[src/rtl/axis_arb_pkg.sv]
// Shared types and helpers for the packet-granular AXI-Stream arbiter.
package axis_arb_pkg;

    typedef enum logic {
        IDLE = 1'b0,
        PASS = 1'b1
    } arb_state_e;

    localparam int DEFAULT_DATA_WIDTH = 64;
    localparam int MAX_SRC            = 8;

    // First requester at or after (last+1) mod num, rotating through at most MAX_SRC slots.
    function automatic logic [2:0] rr_pick(input logic [MAX_SRC-1:0] req,
                                           input logic [2:0]         last,
                                           input int                 num);
        logic [2:0] pick;
        logic       found;
        int         idx;
        pick  = '0;
        found = 1'b0;
        for (int k = 1; k <= MAX_SRC; k++) begin
            idx = (int'(last) + k) % num;
            if (!found && k <= num && req[3'(idx)]) begin
                pick  = 3'(idx);
                found = 1'b1;
            end
        end
        return pick;
    endfunction

endpackage

[src/rtl/axis_skid_buffer.sv]
// Two-entry registered skid buffer; the output is driven straight from the head register.
module axis_skid_buffer #(
    parameter int WIDTH = 67
) (
    input  logic             clk,
    input  logic             rst_n,
    input  logic [WIDTH-1:0] in_data,
    input  logic             in_valid,
    output logic             full,
    output logic [WIDTH-1:0] out_data,
    output logic             out_valid,
    input  logic             out_ready
);
    logic [1:0]       count;
    logic [WIDTH-1:0] head, tail;
    logic             push, pop;

    assign full      = (count == 2'd2);
    assign out_valid = (count != 2'd0);
    assign out_data  = head;
    assign push      = in_valid & ~full;
    assign pop       = out_valid & out_ready;

    always_ff @(posedge clk or negedge rst_n) begin
        if (!rst_n) begin
            count <= 2'd0;
            head  <= '0;
            tail  <= '0;
        end else begin
            case (count)
                2'd0: if (push) begin
                    head  <= in_data;
                    count <= 2'd1;
                end
                2'd1: case ({push, pop})
                    2'b10: begin
                        tail  <= in_data;
                        count <= 2'd2;
                    end
                    2'b11: head  <= in_data;
                    2'b01: count <= 2'd0;
                    default: ;
                endcase
                2'd2: if (pop) begin
                    head  <= tail;
                    count <= 2'd1;
                end
                default: count <= 2'd0;
            endcase
        end
    end
endmodule

[src/rtl/axis_packet_arbiter.sv]
// Packet-granular round-robin arbiter: one source owns the output from first beat to TLAST.
module axis_packet_arbiter
    import axis_arb_pkg::*;
#(
    parameter int  NUM_SRC    = 4,
    parameter int  DATA_WIDTH = DEFAULT_DATA_WIDTH,
    localparam int ID_WIDTH   = (NUM_SRC > 2) ? $clog2(NUM_SRC) : 1
) (
    input  logic                          CLK,
    input  logic                          RESET_N,
    input  logic [NUM_SRC*DATA_WIDTH-1:0] S_AXIS_TDATA,
    input  logic [NUM_SRC-1:0]            S_AXIS_TVALID,
    output logic [NUM_SRC-1:0]            S_AXIS_TREADY,
    input  logic [NUM_SRC-1:0]            S_AXIS_TLAST,
    input  logic [NUM_SRC-1:0]            SRC_ENABLE,
    output logic [DATA_WIDTH-1:0]         M_AXIS_TDATA,
    output logic                          M_AXIS_TVALID,
    input  logic                          M_AXIS_TREADY,
    output logic                          M_AXIS_TLAST,
    output logic [ID_WIDTH-1:0]           M_AXIS_TID,
    output logic                          BUSY,
    output logic [31:0]                   PKT_COUNT
);
    localparam int BUF_W = DATA_WIDTH + 1 + ID_WIDTH;

    arb_state_e            state, state_nxt;
    logic [ID_WIDTH-1:0]   grant, last_grant, pick;
    logic [NUM_SRC-1:0]    req;
    logic [DATA_WIDTH-1:0] sel_data;
    logic                  sel_valid, sel_last, accept, buf_full;
    logic [BUF_W-1:0]      buf_out;
    logic [31:0]           pkt_count;

    assign req  = S_AXIS_TVALID & SRC_ENABLE;
    assign pick = ID_WIDTH'(rr_pick(MAX_SRC'(req), 3'(last_grant), NUM_SRC));

    always_comb begin
        sel_data      = '0;
        sel_valid     = 1'b0;
        sel_last      = 1'b0;
        S_AXIS_TREADY = '0;
        for (int i = 0; i < NUM_SRC; i++) begin
            if (grant == ID_WIDTH'(i)) begin
                sel_data         = S_AXIS_TDATA[i*DATA_WIDTH +: DATA_WIDTH];
                sel_valid        = S_AXIS_TVALID[i];
                sel_last         = S_AXIS_TLAST[i];
                S_AXIS_TREADY[i] = (state == PASS) & ~buf_full;
            end
        end
    end

    always_comb begin
        state_nxt = state;
        accept    = 1'b0;
        case (state)
            IDLE: if (|req) state_nxt = PASS;
            PASS: begin
                accept = sel_valid & ~buf_full;
                if (accept && sel_last) state_nxt = IDLE;
            end
            default: state_nxt = IDLE;
        endcase
    end

    // last_grant starts at the top index so source 0 wins the first arbitration.
    always_ff @(posedge CLK or negedge RESET_N) begin
        if (!RESET_N) begin
            state      <= IDLE;
            grant      <= '0;
            last_grant <= ID_WIDTH'(NUM_SRC - 1);
            pkt_count  <= '0;
        end else begin
            state <= state_nxt;
            if (state == IDLE && |req) begin
                grant      <= pick;
                last_grant <= pick;
            end
            if (accept && sel_last) pkt_count <= pkt_count + 32'd1;
        end
    end

    axis_skid_buffer #(.WIDTH(BUF_W)) u_skid (
        .clk       (CLK),
        .rst_n     (RESET_N),
        .in_data   ({sel_data, sel_last, grant}),
        .in_valid  (accept),
        .full      (buf_full),
        .out_data  (buf_out),
        .out_valid (M_AXIS_TVALID),
        .out_ready (M_AXIS_TREADY)
    );

    assign M_AXIS_TDATA = buf_out[BUF_W-1 -: DATA_WIDTH];
    assign M_AXIS_TLAST = buf_out[ID_WIDTH];
    assign M_AXIS_TID   = buf_out[ID_WIDTH-1:0];
    assign BUSY         = (state == PASS) | M_AXIS_TVALID;
    assign PKT_COUNT    = pkt_count;
endmodule

[config.mk]
export PLATFORM = sky130hd
export DESIGN_NAME = axis_packet_arbiter
export DESIGN_NICKNAME = d
export VERILOG_FILES = /design/src/rtl/axis_arb_pkg.sv /design/src/rtl/axis_skid_buffer.sv /design/src/rtl/axis_packet_arbiter.sv
export SDC_FILE = /design/constraint.sdc
export NUM_CORES = 1
export LEC_CHECK = 0
export ABC_AREA = 1
export CAP_MARGIN = 20
export CORE_MARGIN = 1
export CORE_UTILIZATION = 49
export DETAILED_ROUTE_END_ITERATION = 6
export GPL_ROUTABILITY_DRIVEN = 0
export PLACE_DENSITY = 0.85
export SLEW_MARGIN = 5
export SYNTH_ARGS = -nofsm -noshare
export SYNTH_HDL_FRONTEND = slang
export SYNTH_SLANG_ARGS = --single-unit
[constraint.sdc]
create_clock -name CLK -period 2.6 [get_ports CLK]
set_input_delay 0.26 -clock CLK [delete_from_list [all_inputs] [get_ports CLK]]
set_output_delay 0.26 -clock CLK [all_outputs]
set_load 0.005 [all_outputs]
### Routing congestion map, run 1

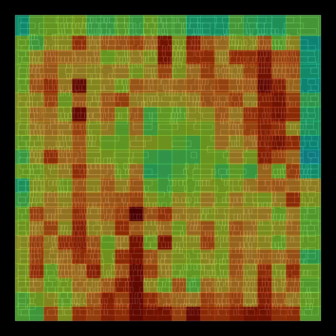
met1 global-route usage: 38.71%
detail-routed net length per standard cell: 15.61 um
end-of-flow core utilization: 71.71%
global-route track usage on met3: 7.747%

### Metal layers overlaid, run 1

Two of the layers only.
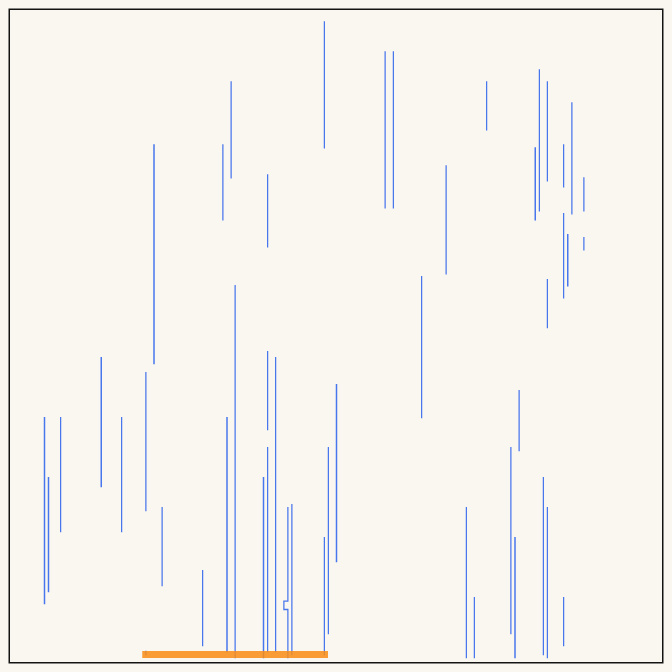
M5: shown in orange, wire length 40.5 um. M4: shown in blue, wire length 1350 um.
vias after detailed routing: 11590
Tot GR Track Use: 32.24%

==> results.json, run 1 <==
{
  "n_antenna_cell": 0,
  "synth.lib_cells_used.distinct": 28,
  "finalClockPeriodUsage_pct": 89.00,
  "tritoncts_clock_tree": "built",
  "synth_area_um2": 10430,
  "max-slew-margin-rel_pct": 57.75,
  "yosys.area.top_type_share_pct": 41.04,
  "clockBufferDepth": 2,
  "clkTransAtPathRegs_ns": 0.07,
  "post-synth-top-area-cell": "dfrtp_1",
  "worstPathArrival_ns": 2.05,
  "ff_type": "dfrtp_1",
  "final_layout_size_suffix_gt1_share_pct": 3.751,
  "ys_area_um2": 10430,
  "fillcell_total": 1717,
  "worst_voltage_drop_across_the_vdd_grid_mv": 0.5775,
  "path_type_of_the_worst_min_delay_path": "in -> async",
  "clock_insertion_delay_worst_skew_ns": 0.43,
  "synth.cells.most_frequent": "nand2_1 (777), dfrtp_1 (171), inv_1 (150), o21ai_0 (141), nand3_1 (139)",
  "reg2reg_path_depth": 9,
  "ant_nets": 0,
  "detail_route.vias_per_cell": 5.217,
  "area_growth_from_synthesis_to_layout_pct": 44.11,
  "edf_count": 0,
  "postCtsSetupBuffers": 0,
  "yosys_warnings": 0,
  "achievable-frequency_mhz": 432.1,
  "fin_setup_tns_ns": 0,
  "warning_count": 26,
  "unrepaired_setup_endpoints_after_global_routing": "no",
  "boundary_pin_count": 376,
  "status": "finished, final reports clean",
  "finalNonFillerCells": 2221,
  "worstSetupPathType": "reg -> out",
  "mappedNetlistNets": 1874,
  "critical_path.max_fanout": 4,
  "worst-r2r-setup-slack_ns": 0.34,
  "wire_length_of_the_first_global_routing_pass_mm": 55.26,
  "synth.most_common_cell": "nand2_1",
  "async_set_reset_flop_share_out_of_synthesis_pct": 100.0,
  "ys_cells": 1602,
  "worst_setup_path_end_kind": "primary output",
  "numCtsBuffers": 17
}
### Pin placement, run 1

Pins as bars across the die edge, other pins in gray.
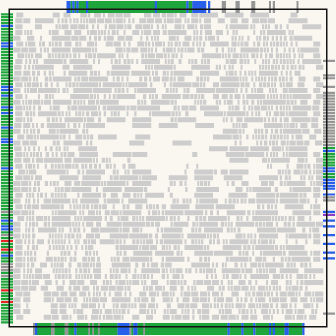
S_AXIS_TLAST: shown in red, pins 4, direction input, edge left. M_AXIS_TLAST: shown in purple, pins 1, direction output, edge right. S_AXIS_TDATA: shown in green, pins 256, direction input, edge 110 bottom, 81 left, 57 top, 8 right. M_AXIS_TDATA: shown in blue, pins 64, direction output, edge 18 bottom, 16 left, 15 right, 15 top.
All pins by edge: 138 bottom, 107 left, 81 top, 50 right.
IO buf count: 375
height of the die: 147.9 um
die width: 147.9 um

### Metal 3, run 1

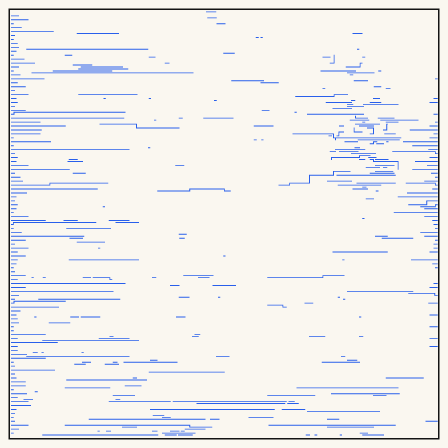
The layer carries 2760 um of wire. The wires run mostly horizontal.
routed wire length: 34.68 mm

## run 1: layer usage
layer  vias to the layer above  share of wire, %  global-route usage (%)
met5                         -              0.12                   1.364
met4                         2               3.9                   15.10
met3                        98               7.9                   7.747
met2                       522                49                   54.36
met1                      5324                39                   38.71
li1                       5642                 -                       -
## run 1: flip-flops by register name, summed over array words and instances, names as in the netlist
name	cells
u_skid.tail	67
grant	2
state	1
u_skid.count	2
PKT_COUNT	32
u_skid.out_data	67
last_grant	2
## run 1: report_power, final
group          switching (W)  total (W)  internal, W
logic                0.00455    0.00765      0.00310
clock network        0.00113    0.00286      0.00172
registers           0.000708    0.00446      0.00375
total                0.00639     0.0150      0.00857
## run 1: critical path, stage by stage, from the launching register on
cell and delay [ns]:
dfrtp_1 0.42, inv_2 0.14, nor2_4 0.06, nor2_2 0.16, inv_1 0.11, nor3_1 0.17
clkdlybuf4s50_1 0.57
## run 1: timing repair
| item | 4_1_cts | 5_1_grt |
|---|---|---|
| gates resized | 0 | 0 |
| endpoints found under the setup margin | 0 | 0 |
| hold endpoints to repair | 62 | 0 |
| hold buffers | 1 | 0 |
## run 1: cell families (layout without fill, tap and decap cells)
| group | count (synthesis) | count (layout) | share of synthesized area [%] |
|---|---|---|---|
| AND/OR/NAND/NOR | 1022 | 1022 | 40.09 |
| buffers and inverters | 242 | 586 | 9.983 |
| flip-flops | 173 | 173 | 41.54 |
| AND-OR/OR-AND | 153 | 153 | 7.343 |
| XOR/XNOR | 11 | 11 | 0.9240 |
| adder cells (fa/ha/maj) | 1 | 1 | 0.1200 |
## run 1: how the worst max path moves through the flow
stage | from | end
after floorplan | last_grant[0]$_DFFE_PN1P_ | grant[0]$_DFFE_PN0P_
after global placement | S_AXIS_TVALID[2] | u_skid.out_data[0]$_DFFE_PN0P_
after detailed placement | S_AXIS_TVALID[2] | u_skid.out_data[12]$_DFFE_PN0P_
after CTS | u_skid.count[1]$_DFFE_PN0P_ | S_AXIS_TREADY[2]
after global routing | grant[0]$_DFFE_PN0P_ | u_skid.out_data[47]$_DFFE_PN0P_
final | u_skid.count[1]$_DFFE_PN0P_ | S_AXIS_TREADY[2]
## run 1: through the flow
stage               setup slack [ns]  total power, W  hold slack [ns]  area, um^2
floorplan                     0.9999        0.008927         -0.03559       10430
global placement              0.3585         0.01178           0.2956       14360
detailed placement            0.2631         0.01207           0.2958       14360
CTS                           0.3057         0.01500           0.4008       15030
global route                  0.1492         0.01616           0.4334       15030
finish                        0.2859         0.01496           0.3841       15030
## run 1: placed cells by master (no fill, tap or decap), types with 2 or more instances in the layout
cell,count
inv_1,150
xnor2_1,2
clkinv_2,2
buf_12,7
dfrtp_1,171
o21ai_0,141
xor2_1,9
clkbuf_16,17
clkinv_4,4
nand4_1,29
a21oi_1,3
o21ai_1,9
inv_2,5
nand3b_1,9
inv_6,3
nand2_2,3
nand3_1,139
nor2_4,4
buf_4,15
nor2_1,43
nand2_1,776
clkdlybuf4s50_1,374
nor3_1,13
dfstp_2,2
bufinv_16,5
## run 1: final cells by class
class                      count  area share, %
clock buffer                  17          2.831
timing repair buffer         398          26.74
inverter                     156          3.897
clock inverter                15          1.549
multi-input combinational   1187          33.87
sequential                   173          28.83
tap                          275          2.290
==> run 2, diff against run 1 <==
SKIP_LAST_GASP = 1   (was default)
### Sequential cells grouped by signal name, run 2

Other sequential cells in the stronger gray, the rest of the logic in the fainter gray.
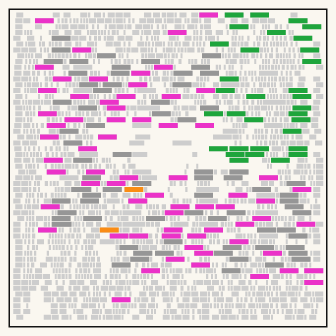
u_skid.tail: shown in magenta, placed flops 67. u_skid.count: shown in orange, placed flops 2. PKT_COUNT: shown in green, placed flops 32.
power drawn by the sequential cells: 0.00446 W
Sequential cell area: 4332 um^2
proportion of cell area occupied by registers: 28.83%

==> results.json, run 2 <==
{
  "worst_setup_path_end_kind": "primary output",
  "clockBufferDepth": 2,
  "final_layout_size_suffix_gt1_share_pct": 3.751,
  "ff_type": "dfrtp_1",
  "worst_voltage_drop_across_the_vdd_grid_mv": 0.5775,
  "synth_area_um2": 10430,
  "worstPathArrival_ns": 2.05,
  "numCtsBuffers": 17,
  "io_buffers": 375,
  "yosys.area.top_type_share_pct": 41.04,
  "die_x_um": 147.9,
  "met3RoutedLength_mm": 2.756,
  "achievable-frequency_mhz": 432.1,
  "finalClockPeriodUsage_pct": 89.00,
  "post-synth-top-area-cell": "dfrtp_1",
  "fin_setup_tns_ns": 0,
  "ant_nets": 0,
  "status": "finished, final reports clean",
  "worstSetupPathType": "reg -> out",
  "totalPowerFinal_w": 0.01496,
  "fillcell_total": 1717,
  "critical_path.max_fanout": 4,
  "mappedNetlistNets": 1874,
  "grt_usage_pct": 32.24,
  "route.detailed.wl_per_inst_um": 15.61,
  "timing.critical_path.from": "u_skid.count[1]$_DFFE_PN0P_",
  "max-slew-margin-rel_pct": 57.75,
  "cts_resized": 0,
  "wire_length_of_the_first_global_routing_pass_mm": 55.26,
  "clkTransAtPathRegs_ns": 0.07,
  "holdWs_ns": 0.3841,
  "unrepaired_setup_endpoints_after_global_routing": "no",
  "dr_wl_met2_mm": 16.91,
  "edf_count": 0,
  "area_growth_from_synthesis_to_layout_pct": 44.11
}
### Routing congestion map, run 2

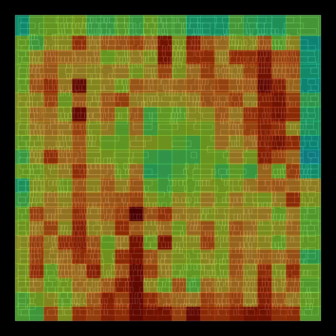
busiest metal layer after global routing: met2
met2 layer usage reported by global route: 54.36%

-- run 2: cell counts after synthesis --
Identical to the previous run, type by type.
-- run 2: final cells by class --
type	instances	area (um^2)	share of cell area, %
Clock inverter	15	232.7	1.549
Sequential cell	173	4332	28.83
Clock buffer	17	425.4	2.831
Inverter	156	585.6	3.897
Multi-Input combinational cell	1187	5090	33.87
Tap cell	275	344.1	2.290
Timing Repair Buffer	398	4018	26.74
-- run 2: where the power goes --
group | internal (W) | switching (W)
Clock | 0.00172 | 0.00113
Sequential | 0.00375 | 0.000708
Combinational | 0.00310 | 0.00455
Total | 0.00857 | 0.00639
-- run 2: cells by family (layout without fill, tap and decap cells) --
logic type / Yosys count / after routing / synth area share (%)
AOI/OAI and AO/OA: 153 / 153 / 7.343
xor gates and xnor gates: 11 / 11 / 0.9240
adders and majority gates: 1 / 1 / 0.1200
buffers and inverters: 242 / 586 / 9.983
DFF: 173 / 173 / 41.54
and+or+nand+nor: 1022 / 1022 / 40.09
-- run 2: timing repair --
| item | 4_1_cts | 5_1_grt |
|---|---|---|
| hold buffers | 1 | 0 |
| buffers inserted | 0 | 0 |
| endpoints found under the setup margin | 0 | 0 |
| endpoints found under the hold margin | 62 | 0 |
-- run 2: final timing paths --
path | to | slack [ns] | depth (start not counted)
min in group CLK | u_skid.tail[5]$_DFFE_PN0P_ | 0.49 | 2
worst min-delay path | u_skid.tail[12]$_DFFE_PN0P_ | 0.38 | 2
worst min register to register | u_skid.tail[5]$_DFFE_PN0P_ | 0.49 | 2
worst max-delay path | S_AXIS_TREADY[2] | 0.29 | 6
worst max register to register | u_skid.out_data[32]$_DFFE_PN0P_ | 0.34 | 9
max in group asynchronous | last_grant[0]$_DFFE_PN1P_ | 1.44 | 3
-- run 2: per-stage QoR --
stage	cell area, um^2	worst slack (ns)	util, %	cells
global placement	14360	0.3585	68.52	2188
floorplan	10430	0.9999	-	1602
CTS	15030	0.3057	71.71	2221
global route	15030	0.1492	71.71	2221
finish	15030	0.2859	71.71	2221
detailed placement	14360	0.2631	68.52	2188
-- run 2: worst max-delay path, cell delays in order (launching register included) --
cell	delay [ns]
dfrtp_1	0.42
inv_2	0.14
nor2_4	0.06
nor2_2	0.16
inv_1	0.11
nor3_1	0.17
clkdlybuf4s50_1	0.57
-- run 2: metal layers --
metal / GRT usage [%] / up-vias
met4: 15.10 / 2
met1: 38.71 / 5324
met5: 1.364 / -
li1: - / 5642
met2: 54.36 / 522
met3: 7.747 / 98
==> run 3, diff against run 2 <==
ABC_CLOCK_PERIOD_IN_PS = 2600   (was default)
### Metal 3, run 3

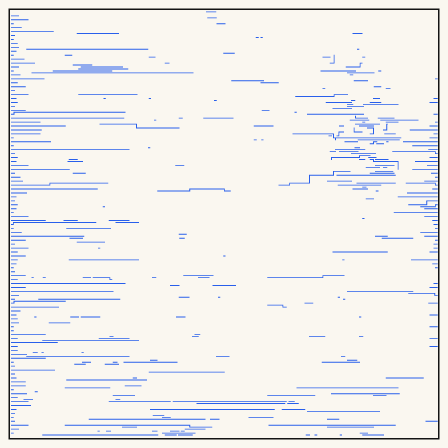
The layer holds 8.0% of the routed length. The longest straight run is 55.7 um. The wires run mostly horizontal. 292 nets have wire on it. The layer carries 2760 um of wire.

==> results.json, run 3 <==
{
  "worstSetupPathType": "reg -> out",
  "n_antenna_cell": 0,
  "async_set_reset_flop_share_out_of_synthesis_pct": 100.0,
  "synth_area_um2": 10430,
  "die_x_um": 147.9,
  "io_buffers": 375,
  "mappedNetlistNets": 1874,
  "numCtsBuffers": 17,
  "warning_count": 26,
  "placement.setup.worst_slack_ns": 0.2631,
  "lay_top_count": "nand2_1",
  "edf_count": 0,
  "detail_route.vias_per_cell": 5.217,
  "yosys.area.top_type_share_pct": 41.04,
  "max-slew-margin-rel_pct": 57.75,
  "finalCoreUtilization_pct": 71.71,
  "ys_cells": 1602,
  "status": "finished, final reports clean",
  "layout_top_cells_excl_fill_tap": "nand2_1 (776), clkdlybuf4s50_1 (374), dfrtp_1 (171)",
  "critical_path.max_fanout": 4,
  "synth.lib_cells_used.distinct": 28,
  "post-synth-top-area-cell": "dfrtp_1",
  "ys_area_um2": 10430,
  "postRouteWirelength_mm": 34.68,
  "ant_nets": 0,
  "worstPathArrival_ns": 2.05,
  "holdWs_ns": 0.3841,
  "route.vias.total": 11590,
  "worst_setup_path_end_kind": "primary output",
  "worst_voltage_drop_across_the_vdd_grid_mv": 0.5775,
  "die_y_um": 147.9,
  "ff_type": "dfrtp_1",
  "synth.cells.most_frequent": "nand2_1 (777), dfrtp_1 (171), inv_1 (150), o21ai_0 (141), nand3_1 (139)",
  "fin_setup_tns_ns": 0,
  "achievable-frequency_mhz": 432.1,
  "wire_length_of_the_first_global_routing_pass_mm": 55.26,
  "clock_insertion_delay_worst_skew_ns": 0.43,
  "finalClockPeriodUsage_pct": 89.00,
  "boundary_pin_count": 376,
  "grt_usage_pct": 32.24
}
### Pin placement, run 3

Pins as bars across the die edge, other pins in gray.
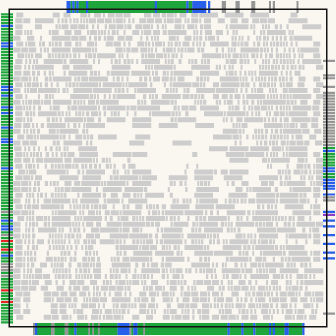
M_AXIS_TLAST: shown in purple, pins 1, direction output, edge right. S_AXIS_TLAST: shown in red, pins 4, direction input, edge left. M_AXIS_TDATA: shown in blue, pins 64, direction output, edge 18 bottom, 16 left, 15 right, 15 top. S_AXIS_TDATA: shown in green, pins 256, direction input, edge 110 bottom, 81 left, 57 top, 8 right.

-- run 3: cell counts after synthesis --
Identical to the previous run, type by type.
-- run 3: cell families after synthesis --
group                      share of synthesized area [%]
and+or+nand+nor                                    40.09
buffers and inverters                              9.983
DFF                                                41.54
AOI/OAI and AO/OA                                  7.343
xor gates and xnor gates                          0.9240
adders and majority gates                         0.1200
-- run 3: worst paths after layout --
| check | end | slack [ns] | cells after the start |
|---|---|---|---|
| setup / recovery | S_AXIS_TREADY[2] | 0.29 | 6 |
| hold / removal | u_skid.tail[12]$_DFFE_PN0P_ | 0.38 | 2 |
| setup reg to reg | u_skid.out_data[32]$_DFFE_PN0P_ | 0.34 | 9 |
| hold reg to reg | u_skid.tail[5]$_DFFE_PN0P_ | 0.49 | 2 |
| max in group asynchronous | last_grant[0]$_DFFE_PN1P_ | 1.44 | 3 |
| min in group CLK | u_skid.tail[5]$_DFFE_PN0P_ | 0.49 | 2 |
-- run 3: layout make-up --
class	count	area (um^2)
clock buffer	17	425.4
clock inverter	15	232.7
fill	1717	5928
inverter	156	585.6
multi-input combinational	1187	5090
sequential	173	4332
tap	275	344.1
timing repair buffer	398	4018
-- run 3: routing by layer --
metal / GRT usage [%] / part of all wire, % / up-vias
met2: 54.36 / 49 / 522
met1: 38.71 / 39 / 5324
met3: 7.747 / 7.9 / 98
met4: 15.10 / 3.9 / 2
li1: - / - / 5642
met5: 1.364 / 0.12 / -
-- run 3: worst max-delay path: stages, from the launching register on --
cell and delay (ns):
dfrtp_1 0.42, inv_2 0.14, nor2_4 0.06, nor2_2 0.16, inv_1 0.11, nor3_1 0.17, clkdlybuf4s50_1 0.57
-- run 3: repair_timing --
action / CTS / global route
hold buffers: 1 / 0
gates resized: 0 / 0
hold endpoints to repair: 62 / 0
-- run 3: where the power goes --
group          internal, W  total [W]  switching, W
logic              0.00310    0.00765       0.00455
registers          0.00375    0.00446      0.000708
clock network      0.00172    0.00286       0.00113
total              0.00857     0.0150       0.00639
-- run 3: stage by stage --
stage | power (W) | cells
2_1_floorplan | 0.008927 | 1602
4_1_cts | 0.01500 | 2221
5_1_grt | 0.01616 | 2221
6_report | 0.01496 | 2221
3_3_place_gp | 0.01178 | 2188
3_5_place_dp | 0.01207 | 2188
No activity file was given, so power comes from the tool's default toggle rates.
